--- config.mk ---
export PLATFORM = sky130hd
export DESIGN_NAME = fp16_mult_normalize
export DESIGN_NICKNAME = d
export VERILOG_FILES = /design/src/rtl/fp16_pkg.sv /design/src/rtl/fp16_round_rne.sv /design/src/rtl/fp16_mult_normalize.sv
export SDC_FILE = /design/constraint.sdc
export NUM_CORES = 1
export LEC_CHECK = 0
export CAP_MARGIN = 25
export CELL_PAD_IN_SITES_DETAIL_PLACEMENT = 2
export CELL_PAD_IN_SITES_GLOBAL_PLACEMENT = 2
export CORE_MARGIN = 2
export CORE_UTILIZATION = 29
export CTS_CLUSTER_DIAMETER = 120
export DETAILED_ROUTE_END_ITERATION = 6
export HOLD_SLACK_MARGIN = 0.06
export PLACE_DENSITY = 0.9
export SKIP_CTS_REPAIR_TIMING = 1
export SLEW_MARGIN = 10
export SYNTH_ARGS = -nofsm -noshare
export SYNTH_HDL_FRONTEND = slang
export SYNTH_SLANG_ARGS = --single-unit
--- constraint.sdc ---
create_clock -name clk -period 3.35 [get_ports clk]
set_clock_uncertainty 0.2 [all_clocks]
set_input_delay 0.5025 -clock clk [delete_from_list [all_inputs] [get_ports clk]]
set_output_delay 0.5025 -clock clk [all_outputs]
set_load 0.03 [all_outputs]
--- src/rtl/fp16_pkg.sv ---
// Shared constants and the stage-1 register payload for the float16 multiplier normalize/round stage.
package fp16_pkg;

  localparam int unsigned FRAC_W = 10;
  localparam int unsigned IEXP_W = 8;
  localparam int unsigned RES_W  = 16;

  localparam int BIAS    = 15;
  localparam int EXP_MAX = 31;

  localparam logic [RES_W-1:0] QNAN = 16'h7E00;

  // Normalized product held between the two pipeline stages
  typedef struct packed {
    logic              sign;
    logic [IEXP_W-1:0] exp;
    logic [FRAC_W-1:0] frac;
    logic              guard;
    logic              sticky;
    logic              zero;
    logic              inf;
    logic              nan;
  } s1_t;

endpackage

--- src/rtl/fp16_round_rne.sv ---
// Round-to-nearest-even of a 10-bit fraction with guard/sticky; carry flags fraction wrap to zero.
module fp16_round_rne
  import fp16_pkg::*;
(
  input  logic [FRAC_W-1:0] frac,
  input  logic              guard,
  input  logic              sticky,
  output logic [FRAC_W-1:0] frac_r,
  output logic              carry
);

  logic round_up;

  assign round_up        = guard & (sticky | frac[0]);
  assign {carry, frac_r} = {1'b0, frac} + (FRAC_W+1)'(round_up);

endmodule

--- src/rtl/fp16_mult_normalize.sv ---
// Float16 multiplier back end: normalize, RNE round and pack, two-stage valid/ready pipeline.
// Optional gradual underflow: define FP16_MULT_SUBNORMAL_EN, otherwise tiny results flush to zero.
module fp16_mult_normalize
  import fp16_pkg::*;
#(
  parameter int unsigned EXP_W  = 7,
  parameter int unsigned MANT_W = 22
) (
  input  logic              clk,
  input  logic              rst_n,
  input  logic              in_valid,
  output logic              in_ready,
  input  logic              sign_in,
  input  logic [EXP_W-1:0]  exp_in,
  input  logic [MANT_W-1:0] mant_in,
  input  logic              nan_in,
  input  logic              inf_in,
  output logic              out_valid,
  input  logic              out_ready,
  output logic [RES_W-1:0]  result,
  output logic              ovf,
  output logic              unf,
  output logic              inexact
);

  localparam logic signed [IEXP_W-1:0] EXP_MAX_S = IEXP_W'(EXP_MAX);

  s1_t s1_d, s1_q;
  logic v1;
  logic ready1, ready2;

  logic signed [IEXP_W-1:0] e_pre, e_rnd;
  logic [FRAC_W-1:0] n_frac;
  logic              n_carry;

  logic [RES_W-1:0] res_d;
  logic             ovf_d, unf_d, inx_d;

  assign ready2   = !out_valid || out_ready;
  assign ready1   = !v1 || ready2;
  assign in_ready = ready1;

  // Stage 1 datapath: pick the fraction window from the product's leading bit
  always_comb begin
    s1_d      = '0;
    s1_d.sign = sign_in;
    s1_d.nan  = nan_in;
    s1_d.inf  = inf_in;
    s1_d.zero = (mant_in == '0);
    if (mant_in[MANT_W-1]) begin
      s1_d.frac   = mant_in[MANT_W-2:MANT_W-11];
      s1_d.guard  = mant_in[MANT_W-12];
      s1_d.sticky = |mant_in[MANT_W-13:0];
      s1_d.exp    = IEXP_W'(signed'(exp_in)) + IEXP_W'(1);
    end else begin
      s1_d.frac   = mant_in[MANT_W-3:MANT_W-12];
      s1_d.guard  = mant_in[MANT_W-13];
      s1_d.sticky = |mant_in[MANT_W-14:0];
      s1_d.exp    = IEXP_W'(signed'(exp_in));
    end
  end

  // Stage 1 register
  always_ff @(posedge clk) begin
    if (!rst_n) begin
      v1   <= 1'b0;
      s1_q <= '0;
    end else if (ready1) begin
      v1 <= in_valid;
      if (in_valid) s1_q <= s1_d;
    end
  end

  fp16_round_rne u_rne_norm (
    .frac   (s1_q.frac),
    .guard  (s1_q.guard),
    .sticky (s1_q.sticky),
    .frac_r (n_frac),
    .carry  (n_carry)
  );

  assign e_pre = s1_q.exp;
  assign e_rnd = e_pre + IEXP_W'(n_carry);

`ifdef FP16_MULT_SUBNORMAL_EN
  logic [IEXP_W-1:0] neg_exp;
  logic [3:0]        sh_m1;
  logic [22:0]       ext;
  logic [FRAC_W-1:0] sub_frac, s_frac;
  logic              sub_guard, sub_sticky, s_carry, sub_inx;

  // Denormalize: shift {1,frac,guard} right by 1-exp (max 12), collecting lost bits into sticky
  always_comb begin
    neg_exp    = IEXP_W'(0) - s1_q.exp;
    sh_m1      = (neg_exp > IEXP_W'(11)) ? 4'd11 : neg_exp[3:0];
    ext        = {1'b1, s1_q.frac, s1_q.guard, 11'h0} >> sh_m1;
    sub_frac   = ext[22:13];
    sub_guard  = ext[12];
    sub_sticky = s1_q.sticky | (|ext[11:0]);
    sub_inx    = sub_guard | sub_sticky;
  end

  fp16_round_rne u_rne_sub (
    .frac   (sub_frac),
    .guard  (sub_guard),
    .sticky (sub_sticky),
    .frac_r (s_frac),
    .carry  (s_carry)
  );
`endif

  // Stage 2 datapath: special-case priority, overflow and underflow handling, packing
  always_comb begin
    res_d = '0;
    ovf_d = 1'b0;
    unf_d = 1'b0;
    inx_d = 1'b0;
    if (s1_q.nan) begin
      res_d = QNAN;
    end else if (s1_q.inf) begin
      res_d = {s1_q.sign, 5'h1F, 10'h0};
    end else if (s1_q.zero) begin
      res_d = {s1_q.sign, 15'h0};
    end else if (e_rnd >= EXP_MAX_S) begin
      res_d = {s1_q.sign, 5'h1F, 10'h0};
      ovf_d = 1'b1;
      inx_d = 1'b1;
    end else if (e_pre <= 0) begin
`ifdef FP16_MULT_SUBNORMAL_EN
      // A carry out of the fraction lands in the exponent LSB, giving the minimum normal
      res_d = {s1_q.sign, 4'h0, s_carry, s_frac};
      inx_d = sub_inx;
      unf_d = sub_inx | ({s_carry, s_frac} == '0);
`else
      res_d = {s1_q.sign, 15'h0};
      unf_d = 1'b1;
      inx_d = 1'b1;
`endif
    end else begin
      res_d = {s1_q.sign, e_rnd[4:0], n_frac};
      inx_d = s1_q.guard | s1_q.sticky;
    end
  end

  // Stage 2 register: result and flags advance together
  always_ff @(posedge clk) begin
    if (!rst_n) begin
      out_valid <= 1'b0;
      result    <= '0;
      ovf       <= 1'b0;
      unf       <= 1'b0;
      inexact   <= 1'b0;
    end else if (ready2) begin
      out_valid <= v1;
      if (v1) begin
        result  <= res_d;
        ovf     <= ovf_d;
        unf     <= unf_d;
        inexact <= inx_d;
      end
    end
  end

endmodule

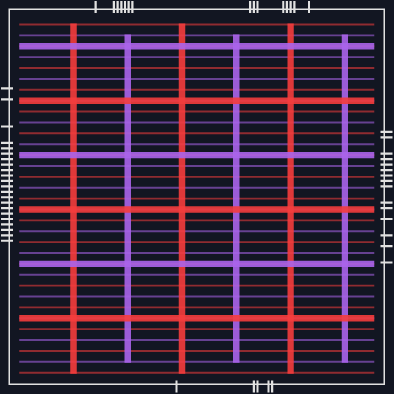
(run_1/power_grid.png)
Scale: 4 px per um. Pins as bars on the die edge.
| color | net |
|---|---|
| purple | VDD |
| red | VSS |
met1 rails: 33
signal pins: 57

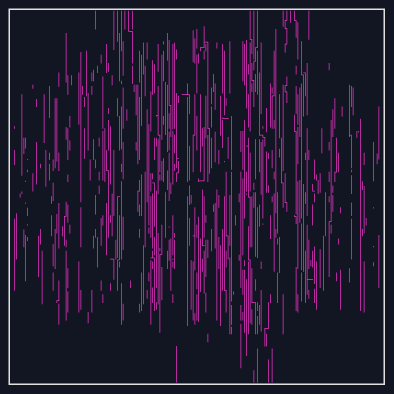
(run_1/layer_met2.png)
Scale: 4 px per um.
nets with wire on the layer: 335
longest straight run: 47.9 um
wire length on this layer: 3940 um
main direction: vertical
share of all routed wire: 53%

==> impl_metrics.csv, run 1 <==
group,metric,value,unit
run_status,outcome,"finished, final reports clean",
yosys,synthFlopType,"dfxtp_1",
worst_setup_path,r2r_cells,12,
worst_setup_path,worstReg2RegEnd,"inexact$_SDFFE_PN0P_",
worst_setup_path,reg2reg_from,"s1_q[5]$_SDFFE_PN0P_",
yosys,synth_warnings,0,
power_and_ir_drop,vdd_drop_max,0.165,mV
place,port_buffers,56,
grt,grt_busiest_layer,"met2",
grt,grt_pass1_wl,11700,um
grt,grt_antenna_before_repair,0,
yosys,yosys.stat.chipArea,2320,sq um
grt,grt_max_degree,42,
yosys,syn_nets,306,
clock_tree,clock.latency.late_pin,0.30,ns
grt,gr-usage-met1,0.201,
sta,slew_headroom,0.480,
yosys,common_cells,"nand2_1, dfxtp_1, o211a_1",
clock_tree,htree_levels,2,
worst_setup_path,start_kind,"register",
yosys,async_flop_share,0,
worst_setup_path,cp-endpoint,"inexact$_SDFFE_PN0P_",
clock_tree,cts-root-buf,"clkbuf_8",
yosys,syn_area,2320,sq um
sta,hold_ws,0.264,ns
worst_setup_path,cpMostUsedCell,"ha_1",
floorplanning,core,7730,sq um
place,place_congestion,0.908,
yosys,yosys.area.top_type,"dfxtp_1",
worst_setup_path,required,3.34,ns
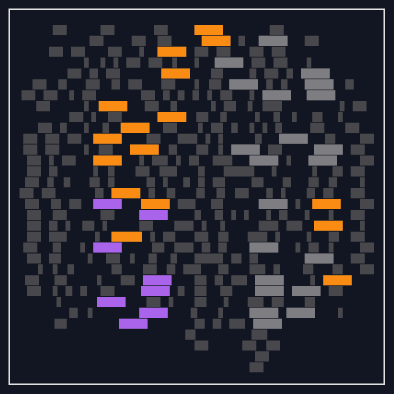
(run_1/flops_by_reg.png)
Scale: 4 px per um. Other sequential cells in the stronger gray, the rest of the logic in the fainter gray.
| color | name in the netlist | flops |
|---|---|---|
| orange | `s1_q` | 16 |
| purple | `e_pre` | 8 |
not colored: 21

## run 1: cells in the final DEF, fill, tap and decap left out, types with 4 or more instances in the layout
master / synthesis / layout
inv_1: 5 / 5
and3_1: 6 / 6
a21boi_0: 9 / 9
nor4_1: 4 / 4
xnor2_1: 9 / 9
buf_4: 0 / 6
o221a_2: 5 / 5
and2_1: 4 / 4
mux2i_1: 12 / 12
ha_1: 4 / 4
nand3_1: 9 / 9
dfxtp_1: 45 / 44
o21ai_0: 4 / 4
clkbuf_8: 1 / 7
nand2_1: 50 / 50
nand4_1: 5 / 5
nor2_1: 13 / 13
xor2_1: 9 / 9
o211a_1: 18 / 18
nor3_1: 9 / 9
o21ai_1: 9 / 9
clkdlybuf4s50_1: 0 / 56
## run 1: worst max-delay path: cells and delay by family (launching register included)
family	cells	cell delay, ns
AND-OR/OR-AND	3	1.01
flip-flops	1	0.38
adder cells (fa/ha/maj)	3	0.72
AND/OR/NAND/NOR	5	0.69
buffers and inverters	1	0.17
## run 1: power by group
part	leakage [nW]	switching, mW	internal [mW]
Combinational	0.868	0.124	0.120
Clock	0.0542	0.185	0.187
Sequential	0.370	0.0382	0.567
Total	1.29	0.347	0.874
## run 1: per-layer routing
layer | part of all wire | wire length, um
met1 | 0.43 | 3160
met2 | 0.53 | 3940
met3 | 0.038 | 280
met4 | 0.0054 | 40
met5 | 0 | 0
## run 1: worst min path at each step
stage	startpoint	end	depth (start not counted)
finish	result[4]$_SDFFE_PN0P_	result[4]$_SDFFE_PN0P_	2
global route	result[4]$_SDFFE_PN0P_	result[4]$_SDFFE_PN0P_	2
CTS	result[4]$_SDFFE_PN0P_	result[4]$_SDFFE_PN0P_	2
detailed placement	result[8]$_SDFFE_PN0P_	result[8]$_SDFFE_PN0P_	2
global placement	result[0]$_SDFFE_PN0P_	result[0]$_SDFFE_PN0P_	2
floorplan	s1_q[23]$_SDFFE_PN0P_	s1_q[23]$_SDFFE_PN0P_	2
## run 1: final cells by class
cell class / count / area, sq um / share of cell area
clock buffer: 7 / 96.3 / 0.0310
clock inverter: 1 / 5.00 / 0.00161
inverter: 5 / 18.8 / 0.00604
multi-input combinational: 202 / 1350 / 0.435
sequential: 45 / 902 / 0.290
tap: 102 / 128 / 0.0411
timing repair buffer: 62 / 606 / 0.195
## run 1: cell families after synthesis
group / synth area share
compound gates: 0.210
buf+inv: 0.0356
flops: 0.389
mux: 0.0616
xor+xnor: 0.0680
simple gates: 0.215
fa+ha+maj: 0.0216
## run 1: sequential cells by signal, indices dropped and copies added, names as in the netlist
register   flops
ovf            1
out_valid      1
inexact        1
e_pre          8
s1_q          16
unf            1
v1             1
result        16
## run 1: stage by stage
stage               cell area, sq um  setup TNS, ns  total power [mW]   util
floorplan                       2320              0             0.741      -
global placement                2970              0             0.839  0.385
detailed placement              2970              0             0.853  0.385
CTS                             3070              0              1.22  0.398
global route                    3110         -0.123              1.28  0.402
finish                          3110              0              1.22  0.402
==> run_1/cell_density.png <==
Scale: 4 px per um. The die is cut into 9 by 9 equal tiles; black is low, pale yellow is high, 0 to 100% covered.
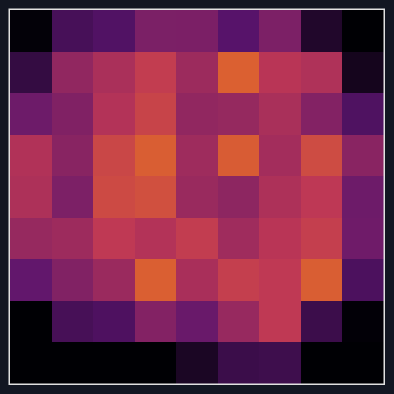

## Run 2: what changed since run 1
--- a/config.mk
+++ b/config.mk
@@ -6,15 +6,15 @@
 export NUM_CORES = 1
 export LEC_CHECK = 0
 export CAP_MARGIN = 25
-export CELL_PAD_IN_SITES_DETAIL_PLACEMENT = 2
-export CELL_PAD_IN_SITES_GLOBAL_PLACEMENT = 2
 export CORE_MARGIN = 2
-export CORE_UTILIZATION = 29
+export CORE_UTILIZATION = 49
 export CTS_CLUSTER_DIAMETER = 120
 export DETAILED_ROUTE_END_ITERATION = 6
+export GPL_ROUTABILITY_DRIVEN = 1
 export HOLD_SLACK_MARGIN = 0.06
-export PLACE_DENSITY = 0.9
+export PLACE_DENSITY = 0.89
 export SKIP_CTS_REPAIR_TIMING = 1
+export SKIP_LAST_GASP = 1
 export SLEW_MARGIN = 10
 export SYNTH_ARGS = -nofsm -noshare
 export SYNTH_HDL_FRONTEND = slang
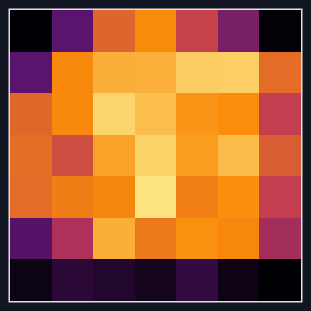
(run_2/cell_density.png)
Scale: 4 px per um. The die is cut into 7 by 7 equal tiles; black is low, pale yellow is high, 0 to 100% covered.
densest ninth of the die: center
tiles over 75% full: 33%
fullest tile: 94%
nearly empty tiles: 6.1%

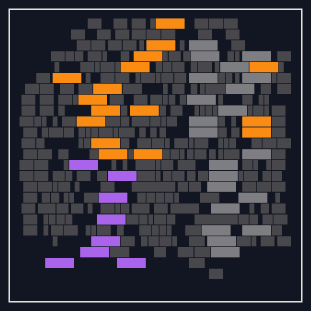
(run_2/flops_by_reg.png)
Scale: 4 px per um. Other sequential cells in the stronger gray, the rest of the logic in the fainter gray.
| color | name in the netlist | flops |
|---|---|---|
| orange | `s1_q` | 16 |
| purple | `e_pre` | 8 |

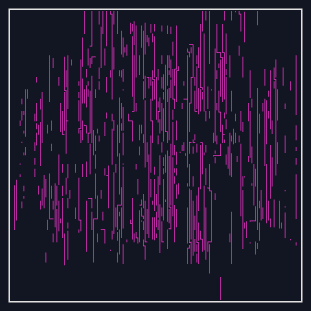
(run_2/layer_met2.png)
Scale: 4 px per um.
longest straight run: 35.4 um
main direction: vertical

==> impl_metrics.csv, run 2 <==
group,metric,value,unit
power_and_ir_drop,swShare,0.245,
worst_setup_path,worstReg2RegEnd,"inexact$_SDFFE_PN0P_",
power_and_ir_drop,internal_power,0.979,mW
final_layout,seq_area,901,sq um
yosys,common_cells,"nand2_1, dfxtp_1, o211a_1",
grt,grt_antenna_before_repair,0,
yosys,async_flop_share,0,
power_and_ir_drop,vdd_drop_max,0.203,mV
final_layout,lay_top_cells,"clkdlybuf4s50_1, nand2_1, dfxtp_1, o211a_1, nor2_1",
worst_hold_path,hold_depth,2,
worst_setup_path,r2r_cells,11,
grt,grt_pass1_wl,8090,um
yosys,syn_nets,306,
yosys,yosys.area.top_type,"dfxtp_1",
clock_tree,cts-root-buf,"clkbuf_8",
final_layout,logic_area,1340,sq um
power_and_ir_drop,p_clk_frac,0.363,
worst_setup_path,cpMostUsedCell,"ha_1",
power_and_ir_drop,p_switching,0.318,mW
final_layout,top_regs,"result: 16 flops, s1_q: 16 flops, e_pre: 8 flops",
power_and_ir_drop,combPwrFrac,0.175,
sta,slew_headroom,0.622,
grt,grt_max_degree,42,
sta,finalSetupTns,0,ns
worst_hold_path,hold_path_end,"result[0]$_SDFFE_PN0P_",
yosys,yosys.stat.chipArea,2320,sq um
place,place_congestion,0.872,
run_status,outcome,"finished, final reports clean",
-- run 2: worst max-delay path: cells and delay by family (launching register included) --
kind                     cells  cell delay (ns)
AND-OR/OR-AND                3             1.05
AND/OR/NAND/NOR              5             0.69
adder cells (fa/ha/maj)      3             0.67
flip-flops                   1             0.40
-- run 2: cell type report --
| type | count | share of cell area |
|---|---|---|
| repair buffers | 60 | 0.193 |
| flip-flops and latches | 45 | 0.295 |
| well taps | 54 | 0.0221 |
| inverters | 5 | 0.00615 |
| clock inverters | 3 | 0.0213 |
| multi-input cells | 202 | 0.439 |
| clock buffers | 5 | 0.0225 |
-- run 2: kinds of logic after synthesis --
family,synth area share
AND/OR/NAND/NOR,0.215
AND-OR/OR-AND,0.210
flip-flops,0.389
buffers and inverters,0.0356
XOR/XNOR,0.0680
multiplexers,0.0616
adder cells (fa/ha/maj),0.0216
-- run 2: worst max-delay path by stage --
stage | from | endpoint | slack (ns) | cells past startpoint
3_5_place_dp | s1_q[4]$_SDFFE_PN0P_ | inexact$_SDFFE_PN0P_ | 0.21 | 11
6_report | s1_q[4]$_SDFFE_PN0P_ | inexact$_SDFFE_PN0P_ | 0.24 | 11
4_1_cts | s1_q[4]$_SDFFE_PN0P_ | inexact$_SDFFE_PN0P_ | 0.19 | 11
2_1_floorplan | s1_q[4]$_SDFFE_PN0P_ | inexact$_SDFFE_PN0P_ | 0.37 | 11
5_1_grt | s1_q[4]$_SDFFE_PN0P_ | inexact$_SDFFE_PN0P_ | 0.01 | 11
3_3_place_gp | s1_q[4]$_SDFFE_PN0P_ | inexact$_SDFFE_PN0P_ | 0.29 | 11
-- run 2: layer usage --
| layer | share of wire | up-vias | track usage |
|---|---|---|---|
| met2 | 0.47 | 76 | 0.323 |
| li1 | - | 1061 | - |
| met1 | 0.44 | 957 | 0.244 |
| met3 | 0.069 | 9 | 0.0483 |
| met5 | 0 | - | 0 |
| met4 | 0.021 | 0 | 0.0782 |
-- run 2: metrics by stage --
stage          cell area (sq um)  power [mW]  hold WS, ns   util
2_1_floorplan               2320       0.741        0.244      -
3_5_place_dp                2910       0.836        0.244  0.629
4_1_cts                     3050        1.30        0.255  0.658
6_report                    3050        1.30        0.251  0.659
3_3_place_gp                2910       0.830        0.238  0.629
5_1_grt                     3050        1.35        0.276  0.659
-- run 2: power groups by stage --
stage / registers, mW / logic (mW) / clock network [mW]
2_1_floorplan: 0.622 / 0.119 / 0
3_3_place_gp: 0.611 / 0.219 / 0
3_5_place_dp: 0.612 / 0.224 / 0
4_1_cts: 0.600 / 0.225 / 0.477
5_1_grt: 0.606 / 0.246 / 0.497
6_report: 0.600 / 0.227 / 0.470
==> run_2/power_grid.png <==
Scale: 4 px per um. Pins as bars on the die edge.
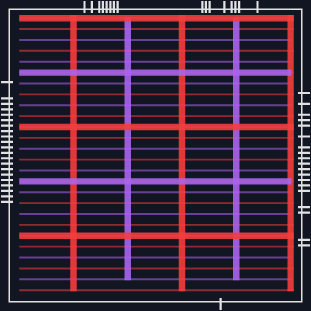

## Run 3: what changed since run 2
--- a/config.mk
+++ b/config.mk
@@ -7,12 +7,13 @@
 export LEC_CHECK = 0
 export CAP_MARGIN = 25
 export CORE_MARGIN = 2
-export CORE_UTILIZATION = 49
+export CORE_UTILIZATION = 53
 export CTS_CLUSTER_DIAMETER = 120
 export DETAILED_ROUTE_END_ITERATION = 6
 export GPL_ROUTABILITY_DRIVEN = 1
 export HOLD_SLACK_MARGIN = 0.06
-export PLACE_DENSITY = 0.89
+export PLACE_DENSITY = 0.95
+export SETUP_SLACK_MARGIN = 0.05
 export SKIP_CTS_REPAIR_TIMING = 1
 export SKIP_LAST_GASP = 1
 export SLEW_MARGIN = 10
==> constraint.sdc (replaced) <==
create_clock -name clk -period 3.6 [get_ports clk]
set_clock_uncertainty 0.2 [all_clocks]
set_input_delay 0.54 -clock clk [delete_from_list [all_inputs] [get_ports clk]]
set_output_delay 0.54 -clock clk [all_outputs]
set_load 0.03 [all_outputs]
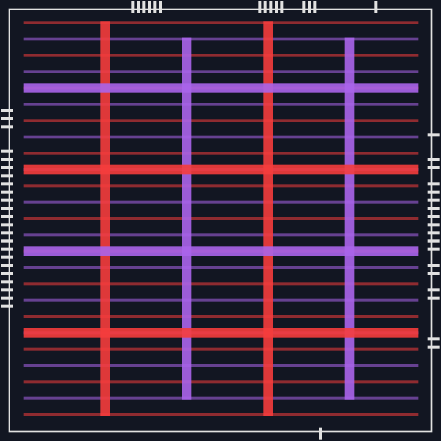
(run_3/power_grid.png)
Scale: 6 px per um. Pins as bars on the die edge.
| color | net |
|---|---|
| purple | VDD |
| red | VSS |
met4 straps: 4
rows: 24
signal pins: 57
met1 rails: 25
met5 straps: 4

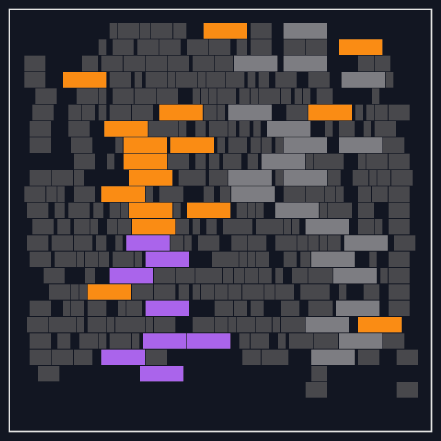
(run_3/flops_by_reg.png)
Scale: 6 px per um. Other sequential cells in the stronger gray, the rest of the logic in the fainter gray.
| color | name in the netlist | flops |
|---|---|---|
| purple | `e_pre` | 8 |
| orange | `s1_q` | 16 |
not colored: 21

==> impl_metrics.csv, run 3 <==
group,metric,value,unit
run_status,outcome,"finished, final reports clean",
floorplanning,rows,24,
yosys,common_cells,"nand2_1, dfxtp_1, o211a_1",
final_layout,lay_top_cells,"clkdlybuf4s50_1, nand2_1, dfxtp_1, o211a_1, nor2_1",
clock_tree,cts-root-buf,"clkbuf_8",
sta,finalSetupTns,0,ns
final_layout,top_regs,"result: 16 flops, s1_q: 16 flops, e_pre: 8 flops",
yosys,syn_nets,306,
clock_tree,cts_tree,"done",
yosys,ys_ff,45,
yosys,async_flop_share,0,
power_and_ir_drop,vdd_drop_max,0.228,mV
grt,grt_antenna_before_repair,0,
worst_setup_path,crit_start,"s1_q[4]$_SDFFE_PN0P_",
yosys,yosys.area.top_type,"dfxtp_1",
yosys,yosys.stat.chipArea,2320,sq um
sta,slew_headroom,0.602,
grt,grt_pass1_wl,9080,um
grt,grt_max_degree,40,
final_layout,finish.utilization,0.695,
power_and_ir_drop,p_total,1.07,mW
place,place_congestion,0.847,
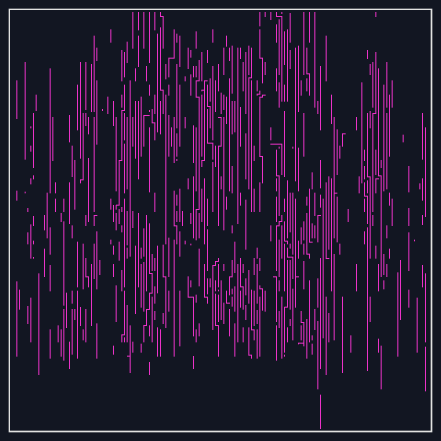
(run_3/layer_met2.png)
Scale: 6 px per um.
drt total wl: 5270 um
GR Util met2: 0.416
via count: 2126

-- run 3: routing by layer --
layer  wire length [um]  part of all wire  GRT usage  vias to the layer above
li1                   -                 -          -                     1056
met2               2740              0.52      0.416                       83
met1               2170              0.41      0.258                      981
met5                  0                 0          0                        -
met4                 74             0.014      0.107                        0
met3                289             0.055     0.0390                        6
-- run 3: cell families (layout without fill, tap and decap cells) --
family	after synthesis	after routing	synth area share
fa+ha+maj	4	4	0.0216
xor+xnor	18	18	0.0680
compound gates	58	58	0.210
buf+inv	19	72	0.0356
simple gates	108	108	0.215
flops	45	45	0.389
mux	14	14	0.0616
-- run 3: path summary, 6_finish.rpt --
kind                            endpoint  cells after the start
hold reg to reg   result[4]$_SDFFE_PN0P_                      2
hold / removal    result[4]$_SDFFE_PN0P_                      2
setup / recovery    inexact$_SDFFE_PN0P_                     11
setup reg to reg    inexact$_SDFFE_PN0P_                     11
-- run 3: report_power, final --
group,total [mW],internal (mW),switching [mW]
clock network,0.297,0.135,0.162
logic,0.210,0.107,0.102
registers,0.560,0.527,0.0325
total,1.07,0.769,0.297
-- run 3: metrics by stage --
| stage | cell area [sq um] | hold slack, ns |
|---|---|---|
| 2_1_floorplan | 2320 | 0.244 |
| 3_3_place_gp | 2900 | 0.240 |
| 3_5_place_dp | 2900 | 0.250 |
| 4_1_cts | 2980 | 0.258 |
| 5_1_grt | 2980 | 0.292 |
| 6_report | 2980 | 0.258 |
-- run 3: final cells by class --
type	instances	area, sq um	area share
Sequential cell	45	901	0.302
Clock buffer	6	72.6	0.0243
Multi-Input combinational cell	202	1330	0.447
Timing Repair Buffer	59	583	0.195
Tap cell	52	65.1	0.0218
Inverter	5	18.8	0.00629
Clock inverter	2	10.0	0.00335
-- run 3: critical path: stages (launching register included) --
cell and delay (ns):
dfxtp_1 0.41, and2_1 0.16, ha_1 0.24, nand3_1 0.10, nor3_1 0.16, ha_1 0.23
ha_1 0.25, and3_1 0.18, a221o_1 0.36, a211oi_2 0.39, nor2_2 0.11, o311a_1 0.37

==> gallery <==
The clock network.
picture 1
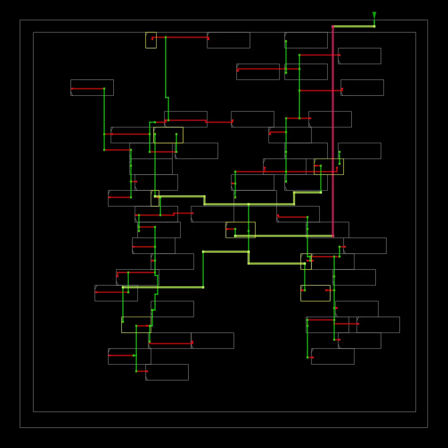
picture 2
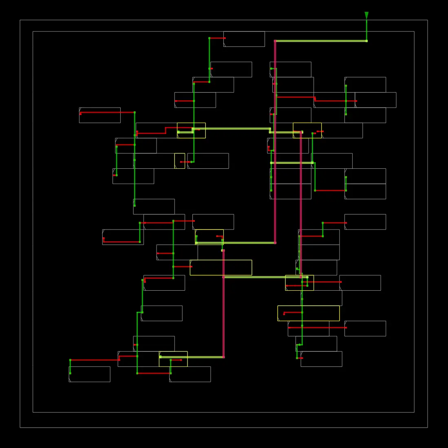
run 3 -> picture 1
run 2 -> picture 2

No activity file was given, so power comes from the tool's default toggle rates.
